### src/rtl/pipe_pkg.sv
// Shared types and constants for the generic pipeline stage register.
// Holds the stage state enum, default widths and the EX/MEM payload field layout.
package pipe_pkg;

  localparam int DEF_DATA_W = 79;
  localparam int DEF_CNT_W  = 16;

  // EX/MEM payload packing: ALU | rd | rt | dato_B | flags
  localparam int ALU_MSB    = 78;
  localparam int ALU_LSB    = 47;
  localparam int RD_MSB     = 46;
  localparam int RD_LSB     = 42;
  localparam int RT_MSB     = 41;
  localparam int RT_LSB     = 37;
  localparam int DATB_MSB   = 36;
  localparam int DATB_LSB   = 5;
  localparam int FLAG_MSB   = 4;
  localparam int FLAG_LSB   = 0;

  typedef struct packed {
    logic [31:0] alu;
    logic [4:0]  rd;
    logic [4:0]  rt;
    logic [31:0] dato_b;
    logic [4:0]  flags;
  } exmem_t;

  typedef enum logic [1:0] {
    EMPTY = 2'd0,
    ONE   = 2'd1,
    FULL  = 2'd2
  } state_t;

  function automatic logic [1:0] state_occ(state_t s);
    case (s)
      ONE:     return 2'd1;
      FULL:    return 2'd2;
      default: return 2'd0;
    endcase
  endfunction

endpackage

### src/rtl/sat_counter.sv
// Saturating up-counter with synchronous reset and synchronous clear.
// Counts one per cycle while inc is high and sticks at the all-ones value.
module sat_counter #(
  parameter int CNT_W = 16
) (
  input  logic             clk,
  input  logic             rst,
  input  logic             clr,
  input  logic             inc,
  output logic [CNT_W-1:0] count
);

  logic [CNT_W-1:0] count_reg;

  always_ff @(posedge clk) begin
    if (rst || clr) begin
      count_reg <= '0;
    end else if (inc && (count_reg != {CNT_W{1'b1}})) begin
      count_reg <= count_reg + 1'b1;
    end
  end

  assign count = count_reg;

endmodule

### src/rtl/pipe_stage_skid.sv
// Generic valid/ready pipeline stage with flush-to-bubble and a saturating stall counter.
// Define PIPE_SKID_EN for a two-entry skid buffer with a registered in_ready.
module pipe_stage_skid
  import pipe_pkg::*;
#(
  parameter int DATA_W = DEF_DATA_W,
  parameter int CNT_W  = DEF_CNT_W
) (
  input  logic              clk,
  input  logic              rst,
  input  logic              flush,
  input  logic              in_valid,
  output logic              in_ready,
  input  logic [DATA_W-1:0] in_data,
  output logic              out_valid,
  input  logic              out_ready,
  output logic [DATA_W-1:0] out_data,
  output logic [1:0]        occupancy,
  output logic [CNT_W-1:0]  stall_cnt
);

  state_t            state_reg, state_next;
  logic [DATA_W-1:0] main_reg, main_next;
  logic              in_xfer, out_xfer;

`ifdef PIPE_SKID_EN
  logic [DATA_W-1:0] skid_reg, skid_next;
  logic              in_ready_reg;

  assign in_ready = in_ready_reg;
`else
  assign in_ready = !out_valid || out_ready;
`endif

  // main_reg is zeroed whenever the stage empties, so out_data is the bubble for free
  assign out_valid = (state_reg != EMPTY);
  assign out_data  = main_reg;
  assign occupancy = state_occ(state_reg);
  assign in_xfer   = in_valid && in_ready;
  assign out_xfer  = out_valid && out_ready;

  always_comb begin
    state_next = state_reg;
    main_next  = main_reg;
`ifdef PIPE_SKID_EN
    skid_next  = skid_reg;
`endif
    unique case (state_reg)
      EMPTY: begin
        if (in_xfer) begin
          state_next = ONE;
          main_next  = in_data;
        end
      end
      ONE: begin
        if (in_xfer && out_xfer) begin
          main_next = in_data;
`ifdef PIPE_SKID_EN
        end else if (in_xfer) begin
          state_next = FULL;
          skid_next  = in_data;
`endif
        end else if (out_xfer) begin
          state_next = EMPTY;
          main_next  = '0;
        end
      end
`ifdef PIPE_SKID_EN
      FULL: begin
        if (out_xfer) begin
          state_next = ONE;
          main_next  = skid_reg;
          skid_next  = '0;
        end
      end
`endif
      default: begin
        state_next = EMPTY;
        main_next  = '0;
      end
    endcase

    // Squash wins over any same-cycle input; an output transfer already happened downstream
    if (flush) begin
      state_next = EMPTY;
      main_next  = '0;
`ifdef PIPE_SKID_EN
      skid_next  = '0;
`endif
    end
  end

  always_ff @(posedge clk) begin
    if (rst) begin
      state_reg    <= EMPTY;
      main_reg     <= '0;
`ifdef PIPE_SKID_EN
      skid_reg     <= '0;
      in_ready_reg <= 1'b1;
`endif
    end else begin
      state_reg    <= state_next;
      main_reg     <= main_next;
`ifdef PIPE_SKID_EN
      skid_reg     <= skid_next;
      in_ready_reg <= (state_next != FULL);
`endif
    end
  end

  sat_counter #(
    .CNT_W (CNT_W)
  ) u_stall_cnt (
    .clk   (clk),
    .rst   (rst),
    .clr   (1'b0),
    .inc   (out_valid && !out_ready),
    .count (stall_cnt)
  );

endmodule

### config.mk
export PLATFORM = sky130hd
export DESIGN_NAME = pipe_stage_skid
export DESIGN_NICKNAME = d
export VERILOG_FILES = /design/src/rtl/pipe_pkg.sv /design/src/rtl/sat_counter.sv /design/src/rtl/pipe_stage_skid.sv
export SDC_FILE = /design/constraint.sdc
export NUM_CORES = 1
export LEC_CHECK = 0
export CAP_MARGIN = 20
export CORE_UTILIZATION = 39
export DETAILED_ROUTE_END_ITERATION = 7
export PLACE_DENSITY = 0.83
export SLEW_MARGIN = 20
export SYNTH_ARGS = -nofsm -noshare
export SYNTH_HDL_FRONTEND = slang
export SYNTH_SLANG_ARGS = --single-unit
### constraint.sdc
create_clock -name clk -period 1.9 [get_ports clk]
set_input_delay 0.38 -clock clk [delete_from_list [all_inputs] [get_ports clk]]
set_output_delay 0.38 -clock clk [all_outputs]
set_load 0.03 [all_outputs]
Signal wires by layer:
Scale bar: 20 um.
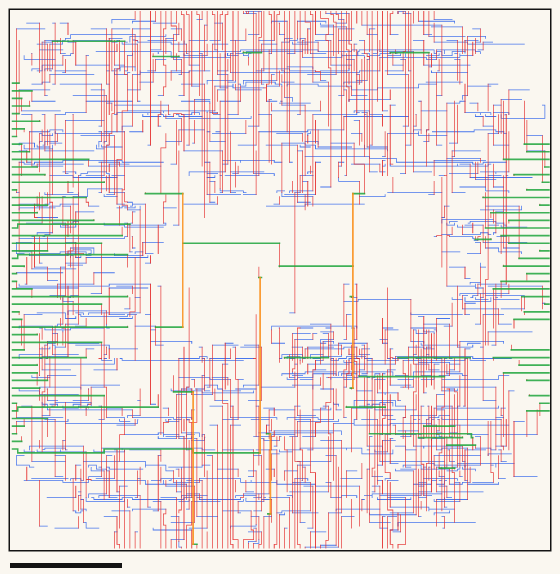
Key: orange = M4 [wire length 131 um]; green = M3 [wire length 753 um]; blue = M1 [wire length 3900 um]; red = M2 [wire length 5030 um]

Logic cells by family:
Scale bar: 20 um.
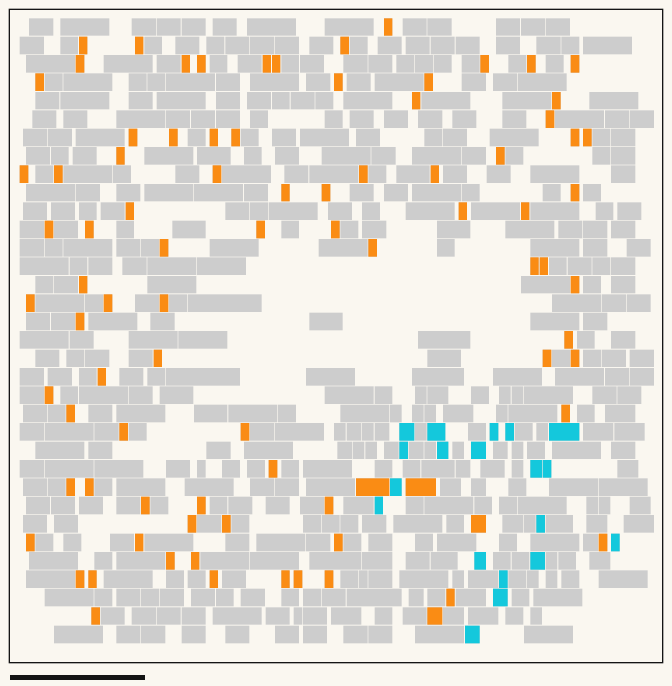
Key: orange = nor cells [cells 87, most used nor2_1, where spread over the die]; cyan = nand cells [cells 19, most used nand2_1]

Routing congestion map:
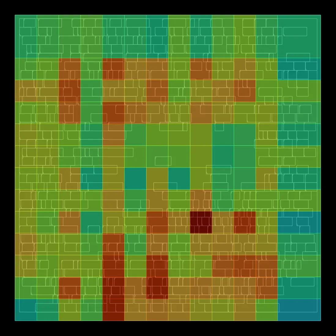
grt met3 use: 0.0600
total track usage: 0.201

==> reports/results.tsv <==
metric	value	unit
drtIter0Drc	153	
syn_area	3470	um2
place_congestion	0.764	
drive_above_1_share	0.0993	
largest_area_cell	dfxtp_1	
synth_cell_types	35	
top_cells_by_count	dfxtp_1 (96), nor2_1 (83), a22oi_1 (79), clkbuf_1 (18), a21oi_1 (14)	
grt_max_degree	81	
crit_path_cell_trace	clkdlybuf4s50_1, nor2b_4, inv_1, clkdlybuf4s15_1	
synth_seq_share	0.554	
design_power_total	4170	uW
fin_cells	662	
drc	0	
rows	34	
cp.depth	4	
yosys_area	3470	um2
cts_num_sinks	96	
hold_buffers	0	
grt_pass1_wl	14.6	mm
cts_tree	done	
rsz0062_at_grt	no	
fmax	0.534	GHz
routed_via_density	5.28	
antenna_found_initial	0	
io_buffers	181	
async_flop_share	0	
synth_top_cell_by_count	dfxtp_1	
path_buffers	3	
hpwl	6.79	mm
gr-total-overflow	0	
slew_violations	0	
placed_area	5500	um2
finalCritPeriodShare	0.986	
area_growth	65.2	%
post_cts_buffers	0	
avgSynthCellArea	9.44	um2
die_x	96.4	um
fp_nets	453	
design_area	5740	um2
clk_pin_slew	0.08	ns
min_path_type	reg2reg	
crit_fanout	4	
warnings	26	
root_buffer	clkbuf_8	
vias	3495	
fillers	700	
start_kind	primary input	
netlist_instances	368	
cts_max_path_buffers	2	
antenna_cells	0	
layout_min_cycle_time	1.87	ns
cts_max_level	3	
die_h	96.4	um
worst_setup_path_end_kind	output pin	
drt_pre_antenna_iters	5	
num-nets-final	635	
edf_count	0	
skew	0.0155	ns
r2r_cells	6	
ys_cells	368	
max_stage_delay	0.51	ns
status	finished, final reports clean	
largest_reg_flops	79	
dieArea	9280	um2
p_leak	0.00222	uW
first_global_vias	3185	
ff_type	dfxtp_1	
peakVddDrop	0.460	mV
floorplan.core_util	0.400	
synth_top_area_share	0.554	
crit_arrival	1.49	ns
yosysWarningCount	0	
cp.required	1.52	ns
power.density	728	nW/um2
core_area	8680	um2
numSynthFlops	96	
hold_path_depth	2	
crit_family	buffers and inverters	
finalSetupViolations	0	
hold_viol	0	
worst-setup-path-type	in2out	
clock_latency	0.35	ns
cts_buffers	9	
wl	9.81	mm
wl_per_cell	14.8	um
area_leaders	dfxtp_1 (55%), a22oi_1 (17%), nor2_1 (9.0%)	
drv_cap	0	
ant_nets	0	
dp_cells	647	
ios	183	
cp_slowest_cell	clkdlybuf4s50_1	
Cell area per tile:
10 x 10 tiles, from dark blue (low) to red (high), 0 to 100% covered.
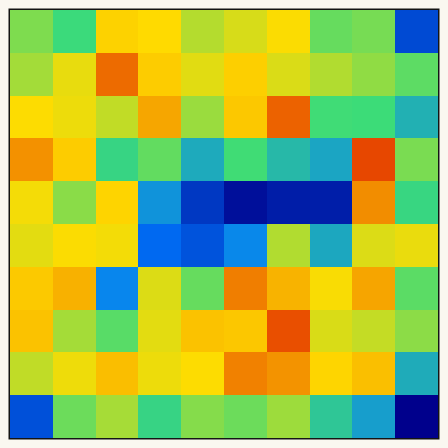
The fullest tile reaches 92%. 1.0% of the tiles are nearly empty. The mean over all tiles is 60%. The emptiest ninth of the die: centre. 27% of the tiles are over 75% full.

Routed clock nets over the placement:
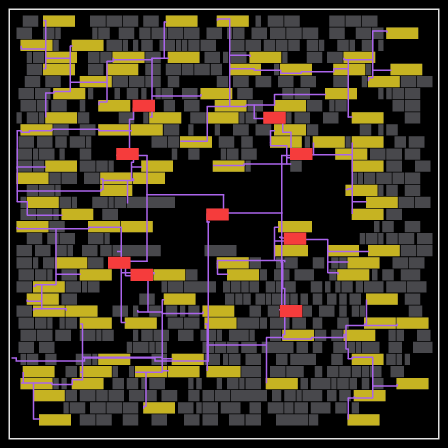
Key: purple = clock wires [length 1070 um]; red = clock-net drivers [count 9]; yellow = flip-flops [count 96]
There are 10 routed clock nets.

[area by class of cell]
cell class | count | area (um2) | share of cell area
Clock buffer | 10 | 128 | 0.0222
Clock inverter | 5 | 81.3 | 0.0142
Inverter | 1 | 3.75 | 0.000654
Multi-Input combinational cell | 239 | 1420 | 0.247
Sequential cell | 96 | 1930 | 0.336
Tap cell | 108 | 135 | 0.0236
Timing Repair Buffer | 203 | 2050 | 0.357
[cell families (layout without fill, tap and decap cells)]
family,Yosys count,count (layout),synth area share
simple gates,125,125,0.167
compound gates,109,109,0.221
flops,96,96,0.554
buf+inv,33,219,0.0447
mux,2,2,0.00613
fa+ha+maj,1,1,0.00360
other cells,1,1,0.00108
xor+xnor,1,1,0.00252
[repair_timing]
item | in CTS | in global routing
resized | 6 | 12
gates cloned | 0 | 0
pin swaps | 0 | 0
endpoints found under the setup margin | 5 | 12
[per-layer routing]
metal / vias to the layer above / track usage / part of all wire
li1: 1686 / - / -
met2: 125 / 0.349 / 0.51
met5: - / 0 / 0
met1: 1671 / 0.235 / 0.40
met4: 0 / 0.0686 / 0.013
met3: 13 / 0.0600 / 0.077
[stage by stage]
step	utilization	hold slack [ns]	setup TNS, ns	worst slack (ns)
after global placement	0.634	0.477	-24.29	-0.320
final	0.661	0.500	0	0.0270
after detailed placement	0.634	0.482	-26.52	-0.335
after global routing	0.661	0.538	0	0.00221
after CTS	0.657	0.506	0	0.00322
after floorplan	-	0.501	0	0.0211
[power by group]
part	total [uW]	internal (uW)	leakage (uW)	switching, uW
clock	1420	738	0.000103	681
sequential	2090	2070	0.000782	28.7
combinational	661	345	0.00133	315
total	4170	3150	0.00222	1020
[worst reg2reg max path, delay by kind of cell, from the launching register on]
kind            cells  cell delay, ns
buf+inv             1            0.19
flops               1            0.33
simple gates        3            0.82
fa+ha+maj           1            0.21
compound gates      1            0.17
[cells in the final DEF (no fill, tap or decap), drive strengths merged, types with 3 or more instances in the layout]
| master | count |
|---|---|
| clkdlybuf4s50 | 166 |
| dfxtp | 96 |
| nor2 | 83 |
| a22oi | 79 |
| buf | 22 |
| a21oi | 14 |
| o21ai | 10 |
| dlymetal6s2s | 10 |
| clkbuf | 10 |
| or3 | 10 |
| nand2 | 8 |
| nand4 | 6 |
| nand3 | 4 |
| o31ai | 4 |
| dlygate4sd2 | 4 |
| or2 | 3 |
| or4 | 3 |
[worst paths after layout]
| check | from | to | slack, ns |
|---|---|---|---|
| max | out_ready | in_ready | 0.03 |
| min | out_data[76] | out_data[76] | 0.50 |
| max reg2reg | u_stall_cnt.count[0] | u_stall_cnt.count[12] | 0.13 |
| min reg2reg | out_data[76] | out_data[76] | 0.50 |
Power is estimated from default activity; no workload was simulated.
